## src/rtl/rf_wb_arbiter_pkg.sv

```systemverilog
// rtl/rf_wb_arbiter_pkg.sv - shared register-file constants and sequencer state encoding
package rf_wb_arbiter_pkg;
  localparam int REG_COUNT      = 16;
  localparam int REG_SIZE       = 8;
  localparam int REG_PTR_SIZE   = 4;
  localparam int FIFO_DEPTH_DEF = 2;

  typedef enum logic [1:0] {
    ST_CLR   = 2'd0,
    ST_INIT  = 2'd1,
    ST_RUN   = 2'd2,
    ST_DRAIN = 2'd3
  } wb_state_t;
endpackage

```

## src/rtl/rf_wb_arbiter_fifo.sv

```systemverilog
// rtl/rf_wb_arbiter_fifo.sv - wb_fifo: small sync FIFO exposing per-entry valid/dst for hazard tracking
module wb_fifo #(
  parameter int DEPTH = 2,
  parameter int DW    = 8,
  parameter int PW    = 4,
  localparam int AW   = $clog2(DEPTH),
  localparam int CW   = AW + 1
) (
  input  logic                clk,
  input  logic                reset_n,
  input  logic                push,
  input  logic [PW-1:0]       push_dst,
  input  logic [DW-1:0]       push_data,
  input  logic                pop,
  output logic [CW-1:0]       count,
  output logic [PW-1:0]       head_dst,
  output logic [DW-1:0]       head_data,
  output logic [DEPTH-1:0]    entry_valid,
  output logic [DEPTH*PW-1:0] entry_dst
);
  logic [AW-1:0] wr_ptr, rd_ptr;
  logic [PW-1:0] mem_dst  [DEPTH];
  logic [DW-1:0] mem_data [DEPTH];

  // DEPTH is a power of two, so the pointers wrap by plain overflow.
  always_ff @(posedge clk or negedge reset_n) begin
    if (!reset_n) begin
      wr_ptr <= '0;
      rd_ptr <= '0;
      count  <= '0;
    end else begin
      if (push) wr_ptr <= wr_ptr + 1'b1;
      if (pop)  rd_ptr <= rd_ptr + 1'b1;
      case ({push, pop})
        2'b10:   count <= count + 1'b1;
        2'b01:   count <= count - 1'b1;
        default: ;
      endcase
    end
  end

  always_ff @(posedge clk) begin
    if (push) begin
      mem_dst[wr_ptr]  <= push_dst;
      mem_data[wr_ptr] <= push_data;
    end
  end

  assign head_dst  = mem_dst[rd_ptr];
  assign head_data = mem_data[rd_ptr];

  always_comb begin
    logic [AW-1:0] off;
    off = '0;
    for (int i = 0; i < DEPTH; i++) begin
      off = AW'(i) - rd_ptr;
      entry_valid[i] = {1'b0, off} < count;
      entry_dst[i*PW +: PW] = mem_dst[i];
    end
  end
endmodule

```

## src/rtl/rf_wb_arbiter.sv

```systemverilog
// rtl/rf_wb_arbiter.sv - register-file clear/init sequencer and two-requester writeback arbiter
// RF_WB_RR_EN selects round-robin arbitration; undefined gives fixed priority to requester A.
module rf_wb_arbiter
  import rf_wb_arbiter_pkg::*;
#(
  parameter int FIFO_DEPTH = FIFO_DEPTH_DEF
) (
  input  logic                    clk,
  input  logic                    reset_n,
  input  logic                    restart,
  input  logic [REG_SIZE-1:0]     r0_init_value,
  input  logic                    a_valid,
  output logic                    a_ready,
  input  logic [REG_PTR_SIZE-1:0] a_dst,
  input  logic [REG_SIZE-1:0]     a_data,
  input  logic                    b_valid,
  output logic                    b_ready,
  input  logic [REG_PTR_SIZE-1:0] b_dst,
  input  logic [REG_SIZE-1:0]     b_data,
  output logic                    rf_reset,
  output logic                    rf_init_r0,
  output logic [REG_SIZE-1:0]     rf_init_r0_data,
  output logic                    rf_wr_en,
  output logic [REG_PTR_SIZE-1:0] rf_wr_ptr,
  output logic [REG_SIZE-1:0]     rf_wr_data,
  output logic [REG_COUNT-1:0]    pending_mask,
  output logic                    seq_done
);
  localparam int CW = $clog2(FIFO_DEPTH) + 1;

  wb_state_t state, state_nxt;
  logic [CW-1:0]                      a_count, b_count;
  logic [REG_PTR_SIZE-1:0]            a_head_dst, b_head_dst;
  logic [REG_SIZE-1:0]                a_head_data, b_head_data;
  logic [FIFO_DEPTH-1:0]              a_entry_valid, b_entry_valid;
  logic [FIFO_DEPTH*REG_PTR_SIZE-1:0] a_entry_dst, b_entry_dst;
  logic a_push, b_push, grant_a, grant_b, arb_en, a_nonempty, b_nonempty;

  always_ff @(posedge clk or negedge reset_n) begin
    if (!reset_n) state <= ST_CLR;
    else          state <= state_nxt;
  end

  always_comb begin
    state_nxt = state;
    case (state)
      ST_CLR:   state_nxt = ST_INIT;
      ST_INIT:  state_nxt = ST_RUN;
      ST_RUN:   if (restart) state_nxt = ST_DRAIN;
      ST_DRAIN: if (!a_nonempty && !b_nonempty) state_nxt = ST_CLR;
      default:  state_nxt = ST_CLR;
    endcase
  end

  // Ready looks only at the registered count, so a full FIFO never takes a push even while popping.
  always_comb begin
    rf_reset        = (state == ST_CLR);
    rf_init_r0      = (state == ST_INIT);
    rf_init_r0_data = (state == ST_INIT) ? r0_init_value : '0;
    seq_done        = (state == ST_RUN);
    a_ready         = (state == ST_RUN) && (a_count < CW'(FIFO_DEPTH));
    b_ready         = (state == ST_RUN) && (b_count < CW'(FIFO_DEPTH));
  end

  assign a_push     = a_valid && a_ready;
  assign b_push     = b_valid && b_ready;
  assign a_nonempty = (a_count != '0);
  assign b_nonempty = (b_count != '0);
  assign arb_en     = (state == ST_RUN) || (state == ST_DRAIN);

`ifdef RF_WB_RR_EN
  logic rr_b;
  always_ff @(posedge clk or negedge reset_n) begin
    if (!reset_n)     rr_b <= 1'b0;
    else if (grant_a) rr_b <= 1'b1;
    else if (grant_b) rr_b <= 1'b0;
  end
  assign grant_a = arb_en && a_nonempty && (!b_nonempty || !rr_b);
`else
  assign grant_a = arb_en && a_nonempty;
`endif
  assign grant_b = arb_en && b_nonempty && !grant_a;

  always_ff @(posedge clk or negedge reset_n) begin
    if (!reset_n) begin
      rf_wr_en   <= 1'b0;
      rf_wr_ptr  <= '0;
      rf_wr_data <= '0;
    end else begin
      rf_wr_en <= grant_a || grant_b;
      if (grant_a) begin
        rf_wr_ptr  <= a_head_dst;
        rf_wr_data <= a_head_data;
      end else if (grant_b) begin
        rf_wr_ptr  <= b_head_dst;
        rf_wr_data <= b_head_data;
      end
    end
  end

  // The output stage still counts as in flight until the register file has taken it.
  always_comb begin
    pending_mask = '0;
    for (int i = 0; i < FIFO_DEPTH; i++) begin
      if (a_entry_valid[i]) pending_mask[a_entry_dst[i*REG_PTR_SIZE +: REG_PTR_SIZE]] = 1'b1;
      if (b_entry_valid[i]) pending_mask[b_entry_dst[i*REG_PTR_SIZE +: REG_PTR_SIZE]] = 1'b1;
    end
    if (rf_wr_en) pending_mask[rf_wr_ptr] = 1'b1;
  end

  wb_fifo #(.DEPTH(FIFO_DEPTH), .DW(REG_SIZE), .PW(REG_PTR_SIZE)) u_fifo_a (
    .clk(clk), .reset_n(reset_n), .push(a_push), .push_dst(a_dst), .push_data(a_data),
    .pop(grant_a), .count(a_count), .head_dst(a_head_dst), .head_data(a_head_data),
    .entry_valid(a_entry_valid), .entry_dst(a_entry_dst)
  );

  wb_fifo #(.DEPTH(FIFO_DEPTH), .DW(REG_SIZE), .PW(REG_PTR_SIZE)) u_fifo_b (
    .clk(clk), .reset_n(reset_n), .push(b_push), .push_dst(b_dst), .push_data(b_data),
    .pop(grant_b), .count(b_count), .head_dst(b_head_dst), .head_data(b_head_data),
    .entry_valid(b_entry_valid), .entry_dst(b_entry_dst)
  );
endmodule

```

## config.mk

```make
export PLATFORM = sky130hd
export DESIGN_NAME = rf_wb_arbiter
export DESIGN_NICKNAME = d
export VERILOG_FILES = /design/src/rtl/rf_wb_arbiter_pkg.sv /design/src/rtl/rf_wb_arbiter_fifo.sv /design/src/rtl/rf_wb_arbiter.sv
export SDC_FILE = /design/constraint.sdc
export NUM_CORES = 1
export LEC_CHECK = 0
export CORE_ASPECT_RATIO = 0.75
export CORE_UTILIZATION = 30
export CTS_CLUSTER_DIAMETER = 200
export DETAILED_ROUTE_END_ITERATION = 6
export GPL_TIMING_DRIVEN = 0
export SYNTH_ARGS = -nofsm -noshare
export SYNTH_HDL_FRONTEND = slang
export SYNTH_SLANG_ARGS = --single-unit
```

## constraint.sdc

```tcl
create_clock -name clk -period 3.5 [get_ports clk]
set_clock_uncertainty 0.05 [all_clocks]
set_input_delay 0.525 -clock clk [delete_from_list [all_inputs] [get_ports clk]]
set_output_delay 0.525 -clock clk [all_outputs]
set_load 0.05 [all_outputs]
```

run_1/cell_density.png
(3 px per um) 13 x 10 tiles, from white (low) to dark blue (high), 0 to 100% covered.
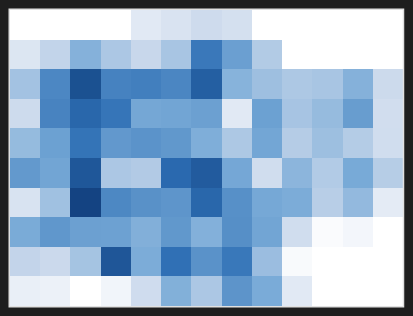
The emptiest ninth of the die: lower right. The mean over all tiles is 37%. 6.9% of the tiles are over 75% full.
fin util: 0.4224
Core Util at FP: 0.3151
Core Area: 0.01187 mm^2

run_1/flops_by_reg.png
(4 px per um) Other sequential cells in the stronger gray, the rest of the logic in the fainter gray.
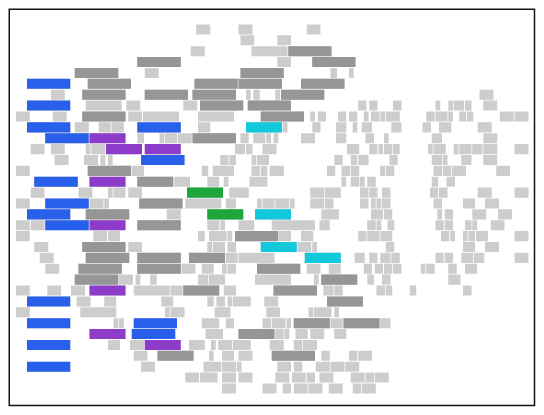
Key: u_fifo_b.mem_data = blue [flops 16]; rf_wr_ptr = cyan [flops 4, where center]; rf_wr_data = purple [flops 8]; u_fifo_a.count = green [flops 2]
Seq area share: 0.4023
FF+latch area: 0.002017 mm^2

==> results.yml, run 1 <==
# synthesis and place-and-route metrics
setup_path:
  worst_ep_arrival_time_ns: 2.64
  cp_max_fo: 8
  worstSetupPathType: "register to output pin"
  start_kind: "register"
  cp-end-kind: "output pin"
  r2r_slack_ns: 0.80
  cp.required_ns: 2.92
finish:
  fillCellCount: 1114
  drive_above_1_share: 0.09662
  syn_to_final_growth_pct: 34.06
  fin_nets: 453
  insertedDiodeCount: 0
  layout.cells.non_filler: 576
timing:
  maxClockFrequency_mhz: 310.9
  grt_setup_unrepaired: "false"
  hold_viol_final: 0
  tightest_slew_ns: 1.303
  fin_tns_setup_ns: 0
  setup_slack_ns: 0.2839
  maxSlewViolCount: 0
  slew_headroom: 0.1279
  fin_crit_ns: 3.216
  finalClockPeriodUsage: 0.9189
  setup_viol: 0
die:
  die_w_um: 130.9
  std_cell_rows: 34
  chip_area_mm2: 0.01292
  die_y_um: 98.70
  io-pin-count: 79
global_route:
  overflow: 0
  grtUsageMet3: 0.03637
  grt_pass1_wl_um: 15460
  first_global_vias: 2830
  antenna_found_initial: 0
  global_route.peak_usage_layer: "met2"
  use_met1: 0.2258
  use_met2: 0.2515
  track_usage: 0.1619
  grt_max_degree: 24
synthesis:
  yosys-top-cells-count: "edfxtp_1 (48), mux2i_1 (24), dfrtp_1 (23), nand2_1 (22), nor2_1 (18)"
  post-synth-top-count-cell: "edfxtp_1"
  ys_cells: 320
  edf_count: 48
  syn-num-nets: 364
  ys_ff: 71
  synth.distinct_cells: 56
  syn-mean-instance-area_um2: 11.69
  async_reset_ff_frac: 0.3239
  synth_chip_area_mm2: 0.003740
  topCellsByArea: "edfxtp_1 (39%), dfrtp_1 (15%), mux2i_1 (6.4%), o221ai_1 (3.0%), ha_1 (2.3%)"
  synth_top_cell_by_area: "edfxtp_1"
  flop_cell: "edfxtp_1"
  ys_warn_count: 0
  synth_area_mm2: 0.003740
  top_cell_area_share: 0.3854
  netlist_instances: 320
  ys_seq_share: 0.5393
pwr:
  p_per_area_mw_per_mm2: 926.8
  ir_worst_vdd_mv: 0.3265
  p_leak_nw: 1.876
drt:
  firstDrtPassIters: 4
  drtAntennaViolNets: 0
  wl_per_cell_um: 17.38
  drt_iter0_markers: 261
  drc_errors: 0
  drt-vias-per-instance: 5.045
run:
  log.warning_count: 30
  cap_violations: 0
clock_tree:
  clock-sinks: 71
  clk_latency_ns: 0.32
  cts_buffer_depth: 2
  numCtsBuffers: 9
  cts_root_buf: "clkbuf_16"
  cts_tree: "yes"
  clk_pin_slew_worst_paths_ns: 0.06
  post_cts_resized: 0
  cts_setup_buffers: 0
  hold_buffers: 0
  h-tree-depth: 3
status:
  outcome: "finished, final reports clean"
placement:
  pre_cts_slack_ns: 0.6327
  place_inst: 560
  io_buffers: 78
  dp_hpwl_um: 7489
hold_path:
  hp-class: "register to register"
run_1/layer_met4.png
(4 px per um) Supply wires on this layer in gray. Cells faint in the background.
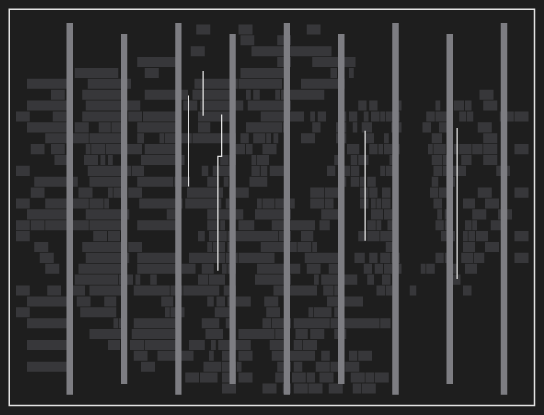
The layer carries 138 um of wire. The wires run mostly vertical. The layer holds 1.4% of the routed length. The longest straight run is 37.4 um.
Total Wirelength: 10,010 um
total number of vias: 2,906

run 1: through the flow:
stage / instance area, um^2 / power, W / hold slack, ns
after floorplan: 3740 / 0.003028 / 0.1794
after global placement: 4723 / 0.003761 / 0.4269
after detailed placement: 4723 / 0.003796 / 0.4225
after CTS: 5014 / 0.004683 / 0.4502
after global routing: 5014 / 0.004901 / 0.4607
final: 5014 / 0.004647 / 0.4486
run 1: worst paths after layout:
check | depth (start not counted) | startpoint | endpoint
worst max-delay path | 5 | u_fifo_a.mem_dst[1][2]$_DFFE_PP_ | pending_mask[8]
worst min-delay path | 2 | rf_wr_data[0]$_DFFE_PN0P_ | rf_wr_data[0]$_DFFE_PN0P_
worst max register to register | 5 | state[0]$_DFFE_PN0P_ | u_fifo_b.mem_dst[0][3]$_DFFE_PP_
worst min register to register | 2 | rf_wr_data[0]$_DFFE_PN0P_ | rf_wr_data[0]$_DFFE_PN0P_
max in group asynchronous | 1 | reset_n | rf_wr_ptr[3]$_DFFE_PN0P_
min in group asynchronous | 1 | reset_n | state[1]$_DFFE_PN0P_
run 1: critical path: stages, from the launching register on:
cell and delay, ns:
edfxtp_1 0.52, nand2b_1 0.26, or4_1 0.48, o31ai_1 0.09, or3_1 0.17, clkdlybuf4s50_1 0.80
run 1: cell type report:
type                       count  area, um^2  share of cell area
multi-input combinational    222        1580              0.3152
inverter                       8       30.03            0.005990
sequential                    71        2017              0.4023
buffer                        19       112.6             0.02246
clock inverter                 6       61.31             0.01223
timing repair buffer          78       780.7              0.1557
clock buffer                  10       229.0             0.04567
tap                          162       202.7             0.04043
run 1: power by group:
group          total [W]  switching (W)  internal, W
Clock           0.000867       0.000319     0.000548
Combinational    0.00253        0.00159     0.000932
Sequential       0.00125       0.000141      0.00111
run 1: cells in the final DEF, fill, tap and decap left out, types with 3 or more instances in the layout:
cell             count
a22oi_1              3
a32oi_1              8
and2_1              10
and3_1               7
buf_2                6
buf_4                3
buf_6                3
clkbuf_1             8
clkbuf_16            9
clkdlybuf4s50_1     78
dfrtp_1             23
edfxtp_1            48
ha_1                 7
inv_1                8
mux2i_1             24
nand2_1             22
nand2b_1            12
nand3_1              7
nand3b_1             4
nand4_1              4
nor2_1              18
nor2b_1             12
o221ai_1            13
o22ai_1             11
o32ai_1              4
or2_2                3
or3_1                7
xnor2_1              9
run 1: cell families (layout without fill, tap and decap cells):
family,count (synthesis),in the layout,synth area share
simple gates,120,120,0.1803
mux,25,25,0.06725
xor+xnor,10,10,0.02342
compound gates,60,60,0.1281
buf+inv,27,121,0.03814
flops,71,71,0.5393
fa+ha+maj,7,7,0.02342
run 1: metal layers:
metal / vias to the layer above / part of all wire
li1: 1394 / -
met1: 1393 / 0.47
met2: 108 / 0.45
met3: 11 / 0.066
met4: 0 / 0.014
met5: - / 0
run 1: registers in the layout, summed over array words and instances (netlist names):
register	count
rf_wr_data	8
rf_wr_en	1
rf_wr_ptr	4
state	2
u_fifo_a.count	2
u_fifo_a.mem_data	16
u_fifo_a.mem_dst	8
u_fifo_a.rd_ptr	1
u_fifo_a.wr_ptr	1
u_fifo_b.count	2
u_fifo_b.mem_data	16
u_fifo_b.mem_dst	8
u_fifo_b.rd_ptr	1
u_fifo_b.wr_ptr	1
--- run 2 (diff from run 1) ---
ABC_CLOCK_PERIOD_IN_PS = 3500   (was unset)
run_2/wires.png
(4 px per um)
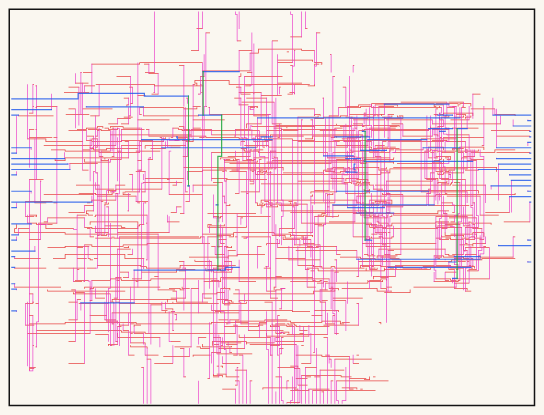
Key: metal 1 = red [wire length 4,700 um]; metal 3 = blue [wire length 661 um]; metal 4 = green [wire length 138 um]; metal 2 = magenta [wire length 4,510 um]

run_2/flops_by_reg.png
(4 px per um) Other sequential cells in the stronger gray, the rest of the logic in the fainter gray.
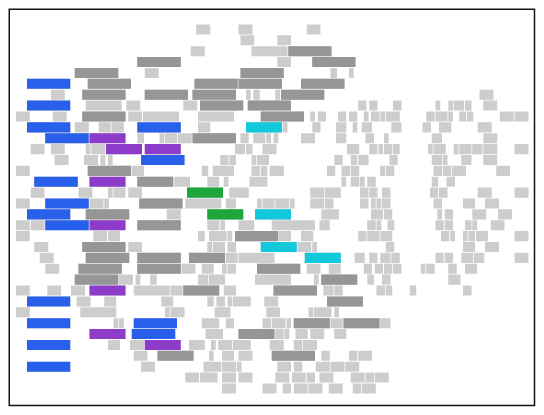
Seq. pwr: 0.00125 W

==> results.yml, run 2 <==
# synthesis and place-and-route metrics
drt:
  drtAntennaViolNets: 0
  wl_um: 10010
  vias: 2906
  drc_errors: 0
  drt-vias-per-instance: 5.045
  wl_per_cell_um: 17.38
setup_path:
  start_kind: "register"
  worstSetupStartpoint: "u_fifo_a.mem_dst[1][2]$_DFFE_PP_"
  worst_ep_arrival_time_ns: 2.64
  r2r_slack_ns: 0.80
  cp_top_family: "simple AND/OR/NAND/NOR gates"
  cp.required_ns: 2.92
  r2r_start: "state[0]$_DFFE_PN0P_"
  cpPeakStageDelay_ns: 0.80
  cpMaxStageDelayCell: "clkdlybuf4s50_1"
  cp-end-kind: "output pin"
  cp.buffers_inverters: 1
  critical_path.endpoint: "pending_mask[8]"
  reg2reg_depth: 5
  cp_max_fo: 8
  r2r-end: "u_fifo_b.mem_dst[0][3]$_DFFE_PP_"
  cp.depth: 5
synthesis:
  syn-num-nets: 364
  ys_ff: 71
  synth_chip_area_mm2: 0.003740
  ys_warn_count: 0
  synth_area_mm2: 0.003740
  top_cell_area_share: 0.3854
  syn-mean-instance-area_um2: 11.69
  yosys-top-cells-count: "edfxtp_1 (48), mux2i_1 (24), dfrtp_1 (23), nand2_1 (22), nor2_1 (18)"
  async_reset_ff_frac: 0.3239
  post-synth-top-count-cell: "edfxtp_1"
  ys_cells: 320
  flop_cell: "edfxtp_1"
  topCellsByArea: "edfxtp_1 (39%), dfrtp_1 (15%), mux2i_1 (6.4%), o221ai_1 (3.0%), ha_1 (2.3%)"
  edf_count: 48
  synth_top_cell_by_area: "edfxtp_1"
  synth.distinct_cells: 56
hold_path:
  hp-class: "register to register"
  hold_depth: 2
die:
  chip_area_mm2: 0.01292
  io-pin-count: 79
  std_cell_rows: 34
  die_y_um: 98.70
  die_w_um: 130.9
placement:
  dp_hpwl_um: 7489
  pre_cts_slack_ns: 0.6327
  io_buffers: 78
  placed_area_mm2: 0.004723
finish:
  fin_nets: 453
  layout_top_cell: "clkdlybuf4s50_1"
  drive_above_1_share: 0.09662
  lay_top_cells: "clkdlybuf4s50_1 (78), edfxtp_1 (48), mux2i_1 (24)"
  syn_to_final_growth_pct: 34.06
pwr:
  internal_power_w: 0.002593
  p_leak_nw: 1.876
  p_per_area_mw_per_mm2: 926.8
  switching_share: 0.4420
global_route:
  track_usage: 0.1619
  first_global_vias: 2830
  overflow: 0
  grt_max_degree: 24
  antenna_found_initial: 0
  grt_pass1_wl_um: 15460
run:
  log.warning_count: 30
clock_tree:
  clk_pin_slew_worst_paths_ns: 0.06
  cts_setup_buffers: 0
  cts_buffer_depth: 2
  cts_tree: "yes"
  clock-sinks: 71
timing:
  hold_viol_final: 0
  fin_crit_ns: 3.216
  maxSlewViolCount: 0
  grt_setup_unrepaired: "false"
  setup_viol: 0
  setup_slack_ns: 0.2839
  maxClockFrequency_mhz: 310.9
  fin_tns_setup_ns: 0
status:
  outcome: "finished, final reports clean"
-- run 2: cell counts after synthesis --
No cell type changed its count.
-- run 2: power by group through the flow --
stage,registers [W],clock network (W),logic [W]
floorplan,0.00148,0,0.00155
global placement,0.00127,0,0.00249
detailed placement,0.00126,0,0.00253
CTS,0.00125,0.000890,0.00254
global route,0.00128,0.000920,0.00270
finish,0.00125,0.000867,0.00253
-- run 2: worst min path at each step --
| stage | startpoint | end | slack (ns) |
|---|---|---|---|
| 6_report | rf_wr_data[0]$_DFFE_PN0P_ | rf_wr_data[0]$_DFFE_PN0P_ | 0.45 |
| 3_5_place_dp | rf_wr_data[4]$_DFFE_PN0P_ | rf_wr_data[4]$_DFFE_PN0P_ | 0.42 |
| 3_3_place_gp | u_fifo_a.wr_ptr$_DFFE_PN0P_ | u_fifo_a.wr_ptr$_DFFE_PN0P_ | 0.43 |
| 4_1_cts | u_fifo_a.wr_ptr$_DFFE_PN0P_ | u_fifo_a.wr_ptr$_DFFE_PN0P_ | 0.45 |
| 2_1_floorplan | reset_n | rf_wr_data[0]$_DFFE_PN0P_ | 0.18 |
| 5_1_grt | u_fifo_b.wr_ptr$_DFFE_PN0P_ | u_fifo_b.wr_ptr$_DFFE_PN0P_ | 0.46 |
-- run 2: per-layer routing --
| metal | vias to the layer above | part of all wire | track usage |
|---|---|---|---|
| met5 | - | 0 | 0 |
| met3 | 11 | 0.066 | 0.03637 |
| met2 | 108 | 0.45 | 0.2515 |
| met1 | 1393 | 0.47 | 0.2258 |
| met4 | 0 | 0.014 | 0.04509 |
| li1 | 1394 | - | - |
-- run 2: area by class of cell --
cell class	instances	area, um^2
Fill cell	1114	6855
Sequential cell	71	2017
Multi-Input combinational cell	222	1580
Timing Repair Buffer	78	780.7
Clock buffer	10	229.0
Tap cell	162	202.7
Buffer	19	112.6
Clock inverter	6	61.31
Inverter	8	30.03
-- run 2: kinds of logic (layout without fill, tap and decap cells) --
| group | count (synthesis) | after routing | synth area share |
|---|---|---|---|
| AOI/OAI and AO/OA | 60 | 60 | 0.1281 |
| xor gates and xnor gates | 10 | 10 | 0.02342 |
| adders and majority gates | 7 | 7 | 0.02342 |
| buffers and inverters | 27 | 121 | 0.03814 |
| DFF | 71 | 71 | 0.5393 |
| muxes | 25 | 25 | 0.06725 |
| and+or+nand+nor | 120 | 120 | 0.1803 |
-- run 2: tightest hold or removal path: stages, from the launching register on --
cell and delay [ns]:
dfrtp_1 0.34, nand2_1 0.06, o221ai_1 0.06
-- run 2: stage by stage --
step | utilization | total power, W | std cells | hold WS, ns
after floorplan | - | 0.003028 | 320 | 0.1794
after global placement | 0.3980 | 0.003761 | 560 | 0.4269
after detailed placement | 0.3980 | 0.003796 | 560 | 0.4225
after CTS | 0.4224 | 0.004683 | 576 | 0.4502
after global routing | 0.4224 | 0.004901 | 576 | 0.4607
final | 0.4224 | 0.004647 | 576 | 0.4486
No activity file was given, so power comes from the tool's default toggle rates.
